Design scr1_accel_arb_flat, sky130hd; sources not shown.
**Routed clock nets over the placement**

Scale: 4 px per um.
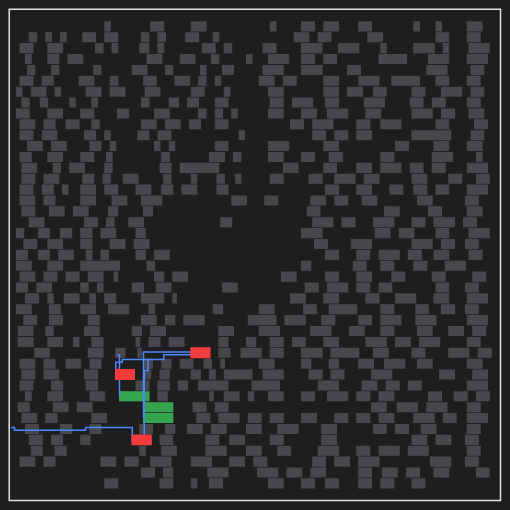
[clock wires] blue | length: 126 um
[flip-flops] green | count: 3
[clock drivers] red | count: 3
routed clock nets: 4
clk_lat worst skew: 0.22 ns
share of power burned in the clock network: 12.8%
Clock Power: 0.202 mW

**Pin map**

Scale: 2 px per um. Pins as bars across the die edge, other pins in grey.
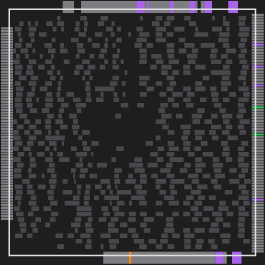
| port | colour | pins | direction | edge |
|---|---|---|---|---|
| `m0_req` | orange | 1 | input | bottom |
| `s_addr` | purple | 32 | output | 19 top, 9 bottom, 4 right |
| `m1_width` | green | 2 | input | right |
all pins by edge: 88 right, 80 top, 72 bottom, 71 left
number of buffers added on ports: 310
die span in y: 122 um

==> GITHUB_STEP_SUMMARY <==
## PnR job results

| Metric | Value |
|---|---|
| Leakage power of the design | `2.98 nW` |
| Data arrival, critical path | `1.84 ns` |
| Hold-fix buffer count after cts | `0` |
| Result of the run | `complete, but fails checks` |
| Number of cells on the critical path | `8` |
| Area reported by Yosys stat | `1450 um^2` |
| Post-layout worst setup margin | `-0.480 ns` |
| Clk root buf | `sky130_fd_sc_hd__clkbuf_8` |
| Number of setup violations in the final report | `137` |
| Maximum fanout count along the critical path | `7` |
| Standard cell core area | `14,000 um^2` |
| Violated checks | `negative setup slack` |
| Count of final max-slew check failures | `0` |
| Post-layout nets | `733` |
| Sequence of cells on the critical path | `and2_4 -> a31oi_4 -> buf_12 -> buf_8 -> buf_12 -> buf_6 -> mux2_4 -> buf_6` |
| Ratio of cells with drive above 1 in the final layout | `62.3%` |
| Post-detailed-placement cell area | `4870 um^2` |
| Clock transition at the registers of the reported paths | `0.03 ns` |
| Half-perimeter wire length after detailed placement | `11,200 um` |
| Via Count | `2,942` |
| Cell family contributing the most delay on the critical path | `buffers and inverters` |
==> power breakdown <==
part	internal [mW]	switching, mW	leakage (nW)
registers	0.0662	0.00288	0.0251
logic	0.926	0.386	2.93
clock network	0.154	0.0485	0.0262
==> cell families after synthesis <==
kind of cell	after synthesis	share of synthesized area, %
mux	68	52.7
simple gates	79	33.5
compound gates	5	2.67
buf+inv	17	6.99
flops	3	4.14
==> tightest hold or removal path, cell delays in order <==
cell and delay [ns]:
sky130_fd_sc_hd__buf_2 0.11, sky130_fd_sc_hd__buf_4 0.12, sky130_fd_sc_hd__o211ai_1 0.08
==> metrics by stage <==
step,setup TNS (ns),hold slack (ns)
floorplan,0,0.267
global placement,-121.05,0.386
detailed placement,-127.79,0.395
CTS,-40.50,0.326
global route,-46.28,0.366
finish,-39.02,0.323
==> per-layer routing <==
metal / share of wire, % / global-route usage [%] / vias up / wire length (um)
li1: - / - / 1370 / -
met2: 57 / 40.3 / 172 / 8940
met4: 1.4 / 3.28 / 0 / 217
met5: 0 / 0 / - / 0
met1: 32 / 18.3 / 1390 / 4990
met3: 11 / 7.67 / 10 / 1660
==> repair_timing <==
item | 4_1_cts | 5_1_grt
setup buffers | 58 | 11
resized | 750 | 89
setup endpoints to repair | 139 | 137
cloned | 12 | 0
pin swaps | 17 | 3
==> final cells by class <==
cell class | instances | area, um^2 | area share, %
inverters | 3 | 11.3 | 0.186
diodes | 3 | 7.51 | 0.124
flip-flops and latches | 3 | 63.8 | 1.05
repair buffers | 397 | 4040 | 66.6
well taps | 180 | 225 | 3.71
clock buffers | 4 | 48.8 | 0.804
multi-input cells | 152 | 1670 | 27.5
Power and IR drop assume default switching activity.
